**config.mk**
```make
export PLATFORM = sky130hd
export DESIGN_NAME = vga_timing_gen
export DESIGN_NICKNAME = d
export VERILOG_FILES = /design/src/rtl/vga_timing_gen.sv
export SDC_FILE = /design/constraint.sdc
export NUM_CORES = 1
export LEC_CHECK = 0
export CORE_MARGIN = 4
export CORE_UTILIZATION = 45
export CTS_CLUSTER_DIAMETER = 80
export DETAILED_ROUTE_END_ITERATION = 16
export MAX_ROUTING_LAYER = met4
export PLACE_DENSITY_LB_ADDON = 0.2
export RECOVER_POWER = 50
export SLEW_MARGIN = 15
export SYNTH_ARGS = -nofsm -noshare
export SYNTH_HDL_FRONTEND = slang
export SYNTH_SLANG_ARGS = --single-unit
```
**constraint.sdc**
```tcl
create_clock -name clk -period 2.8 [get_ports clk]
set_input_delay 0.42 -clock clk [delete_from_list [all_inputs] [get_ports clk]]
set_output_delay 0.42 -clock clk [all_outputs]
set_load 0.05 [all_outputs]
```
**src/rtl/vga_timing_gen.sv**
```systemverilog
// Raster timing source: free-running pixel/line counters with decoded sync, blanking,
// line/frame strobes and a wrapping frame counter. Default timing is 640x480 @ 60 Hz.
module vga_timing_gen #(
  parameter int       H_VISIBLE = 640,
  parameter int       H_FRONT   = 16,
  parameter int       H_SYNC    = 96,
  parameter int       H_BACK    = 48,
  parameter int       V_VISIBLE = 480,
  parameter int       V_FRONT   = 10,
  parameter int       V_SYNC    = 2,
  parameter int       V_BACK    = 33,
  parameter bit       SYNC_POL  = 1'b0,
  parameter int       FRAME_W   = 8
) (
  input  logic               clk,
  input  logic               rst_n,
  input  logic               pix_en,
  output logic [9:0]         pix_x,
  output logic [9:0]         pix_y,
  output logic               hsync,
  output logic               vsync,
  output logic               video_on,
  output logic               line_tick,
  output logic               frame_tick,
  output logic [FRAME_W-1:0] frame_cnt
);

  // Both totals must fit the 10-bit counters (<= 1024).
  localparam int H_TOTAL = H_VISIBLE + H_FRONT + H_SYNC + H_BACK;
  localparam int V_TOTAL = V_VISIBLE + V_FRONT + V_SYNC + V_BACK;

  localparam logic [9:0] H_LAST     = 10'(H_TOTAL - 1);
  localparam logic [9:0] V_LAST     = 10'(V_TOTAL - 1);
  localparam logic [9:0] H_VIS      = 10'(H_VISIBLE);
  localparam logic [9:0] V_VIS      = 10'(V_VISIBLE);
  localparam logic [9:0] H_SYNC_BEG = 10'(H_VISIBLE + H_FRONT);
  localparam logic [9:0] H_SYNC_END = 10'(H_VISIBLE + H_FRONT + H_SYNC);
  localparam logic [9:0] V_SYNC_BEG = 10'(V_VISIBLE + V_FRONT);
  localparam logic [9:0] V_SYNC_END = 10'(V_VISIBLE + V_FRONT + V_SYNC);

  logic h_last;
  logic v_last;

  // Greater-or-equal so that a corrupted out-of-range count wraps back to 0.
  assign h_last = (pix_x >= H_LAST);
  assign v_last = (pix_y >= V_LAST);

  // NOTE: sequential state uses non-blocking assignments so every register samples
  // the pre-edge values of the others, independent of statement order.
  always_ff @(posedge clk or negedge rst_n) begin
    if (!rst_n) begin
      pix_x     <= '0;
      pix_y     <= '0;
      frame_cnt <= '0;
    end else if (pix_en) begin
      pix_x <= h_last ? '0 : pix_x + 10'd1;
      if (h_last) begin
        pix_y <= v_last ? '0 : pix_y + 10'd1;
        if (v_last) frame_cnt <= frame_cnt + FRAME_W'(1);
      end
    end
  end

  // Decoded straight from the counters so sync and blanking track position with zero skew.
  assign hsync = ((pix_x >= H_SYNC_BEG) && (pix_x < H_SYNC_END)) ? SYNC_POL : ~SYNC_POL;
  assign vsync = ((pix_y >= V_SYNC_BEG) && (pix_y < V_SYNC_END)) ? SYNC_POL : ~SYNC_POL;

  assign video_on   = (pix_x < H_VIS) && (pix_y < V_VIS);
  assign line_tick  = pix_en & h_last;
  assign frame_tick = line_tick & v_last;

endmodule

```
==> flow_metrics.tcl <==
# yosys + openroad results
set metrics [dict create \
    result_of_the_run "finished with violations" \
    failing_checks "capacitance limit, slew limit" \
    final-max-slew-violation-count 29 \
    final.min_clock_period_ns 2.660 \
    grtUsageMet3_pct 2.361 \
    dp_slack_ns 0.5113 \
    ys_cells 160 \
    yosys_area_sq_um 1543 \
    top_usage_layer "met2" \
    layout.area.top_class "multi-input combinational cells" \
    via_per_inst 5.554 \
    post-route-period-util_pct 94.98 \
    fp_density_pct 48.93 \
    r2r-end "pix_y[2]$_DFFE_PN0P_" \
    setup-tns-final_ns 0 \
    final-nonclk-buf-share_pct 19.84 \
    hpwlAfterDp_mm 2.600 \
    fp.dieW_um 66.55 \
    multi_input_comb_area_sq_um 787.0 \
    synth.yosys.seq_area_share_pct 45.42 \
    io_buffers 35 \
    top_regs "pix_x: 10 flops, pix_y: 10 flops, frame_cnt: 8 flops" \
    rsz0062_at_grt "false" \
    worst_setup_hold_path_clk_slew_ns 0.14 \
    fmax_mhz 376.0 \
    syn-num-nets 168 \
    die_area_sq_um 4429 \
    maxCapViolations 1 \
    grt_start_max_net_pins 29 \
    synth_simple_gate_area_share_pct 25.30 \
    flop_cell "sky130_fd_sc_hd__dfrtp_1" \
    critPathRequiredTime_ns 2.38 \
    finalClockSkew_ns 0.004038 \
    warning_count 30 \
    antenna_cells 0 \
    placedCellCount 239 \
    htree_num_levels 1 \
    via_count_of_the_first_global_routing_pass 1327 \
    setup_viol 0 \
    area_growth_pct 28.39 \
    finalWorstSetupSlack_ns 0.1404 \
]
worst max path at each step:
stage | startpoint | end | slack [ns]
after detailed placement | pix_x[5]$_DFFE_PN0P_ | hsync | 0.51
after global routing | pix_x[5]$_DFFE_PN0P_ | hsync | 0.07
final | pix_x[5]$_DFFE_PN0P_ | hsync | 0.14
after CTS | pix_x[5]$_DFFE_PN0P_ | hsync | 0.13
after global placement | pix_x[5]$_DFFE_PN0P_ | hsync | 0.53
after floorplan | pix_y[5]$_DFFE_PN0P_ | video_on | 0.44
cells in the mapped netlist (3+ instances only):
library cell | instances | area share [%]
sky130_fd_sc_hd__dfrtp_1 | 28 | 45
sky130_fd_sc_hd__nand2_1 | 14 | 3.4
sky130_fd_sc_hd__nand3_1 | 13 | 4.2
sky130_fd_sc_hd__nor2_1 | 10 | 2.4
sky130_fd_sc_hd__xnor2_1 | 10 | 5.7
sky130_fd_sc_hd__nor3_1 | 8 | 2.6
sky130_fd_sc_hd__o21ai_0 | 8 | 2.6
sky130_fd_sc_hd__nand2b_1 | 7 | 2.8
sky130_fd_sc_hd__inv_1 | 6 | 1.5
sky130_fd_sc_hd__a21oi_1 | 5 | 1.6
sky130_fd_sc_hd__ha_1 | 5 | 4.1
sky130_fd_sc_hd__nand4_1 | 4 | 1.6
sky130_fd_sc_hd__and3_1 | 3 | 1.2
sky130_fd_sc_hd__o2bb2ai_1 | 3 | 1.7
sky130_fd_sc_hd__or3_1 | 3 | 1.2
power groups by stage:
stage	combinational, uW	sequential, uW	clock (uW)
6_report	368	522	163
5_1_grt	391	530	185
4_1_cts	379	520	172
3_5_place_dp	378	528	0
3_3_place_gp	372	523	0
2_1_floorplan	107	666	0
cells in the final DEF (no fill, tap or decap), types with 2 or more instances in the layout:
cell type	Yosys	final
sky130_fd_sc_hd__nand2b_1	7	7
sky130_fd_sc_hd__dfrtp_1	28	28
sky130_fd_sc_hd__buf_12	0	2
sky130_fd_sc_hd__buf_4	2	2
sky130_fd_sc_hd__a32o_1	2	2
sky130_fd_sc_hd__nand4_1	4	4
sky130_fd_sc_hd__ha_1	5	5
sky130_fd_sc_hd__and3_1	3	3
sky130_fd_sc_hd__nor2_1	10	10
sky130_fd_sc_hd__clkbuf_4	0	3
sky130_fd_sc_hd__nor3_1	8	8
sky130_fd_sc_hd__o2bb2ai_1	3	3
sky130_fd_sc_hd__inv_1	6	6
sky130_fd_sc_hd__nand3_1	13	13
sky130_fd_sc_hd__nand2_1	14	14
sky130_fd_sc_hd__o21ai_0	8	8
sky130_fd_sc_hd__a21oi_1	5	7
sky130_fd_sc_hd__xnor2_1	10	10
sky130_fd_sc_hd__clkbuf_1	0	2
sky130_fd_sc_hd__dlygate4sd3_1	0	2
sky130_fd_sc_hd__clkdlybuf4s50_1	0	31
sky130_fd_sc_hd__nand3b_1	2	2
sky130_fd_sc_hd__mux2i_1	2	2
sky130_fd_sc_hd__or3_1	3	3
critical path: stages (launching register included):
cell and delay (ns):
sky130_fd_sc_hd__dfrtp_1 0.48, sky130_fd_sc_hd__nand3_1 0.14, sky130_fd_sc_hd__or4b_2 0.58, sky130_fd_sc_hd__clkdlybuf4s50_1 0.72
==> images/registers.png <==
Bar = 20 um.
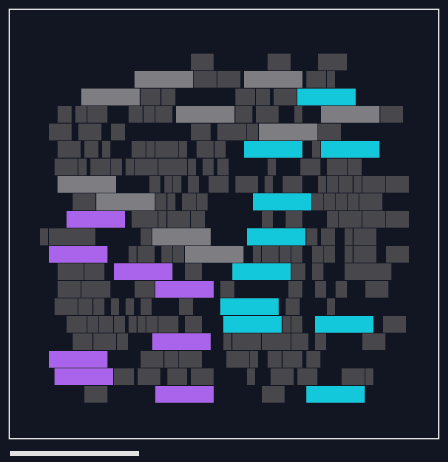
Key: `pix_x` = cyan [placed flops 10]; `frame_cnt` = purple [placed flops 8]
share of the core filled with cells in the final layout: 62.82%
fraction of area in registers: 35.38%

==> images/metal_stack.png <==
Bar = 20 um.
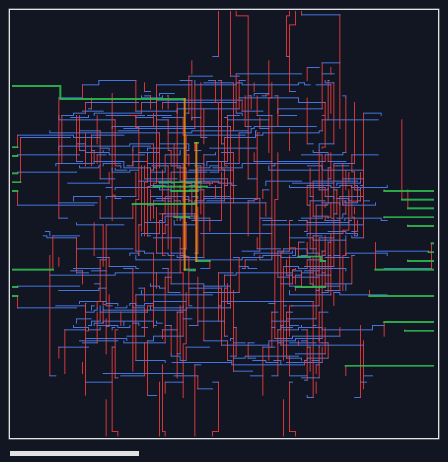
Key: met1 = blue [wire length 1680 um]; met2 = red [wire length 1690 um]; met3 = green [wire length 161 um]; met4 = orange [wire length 44.9 um]
combined global-route utilization of all metal layers: 17.88%
routed via count: 1344
routed length per placed instance: 14.80 um

No activity file was given, so power comes from the tool's default toggle rates.
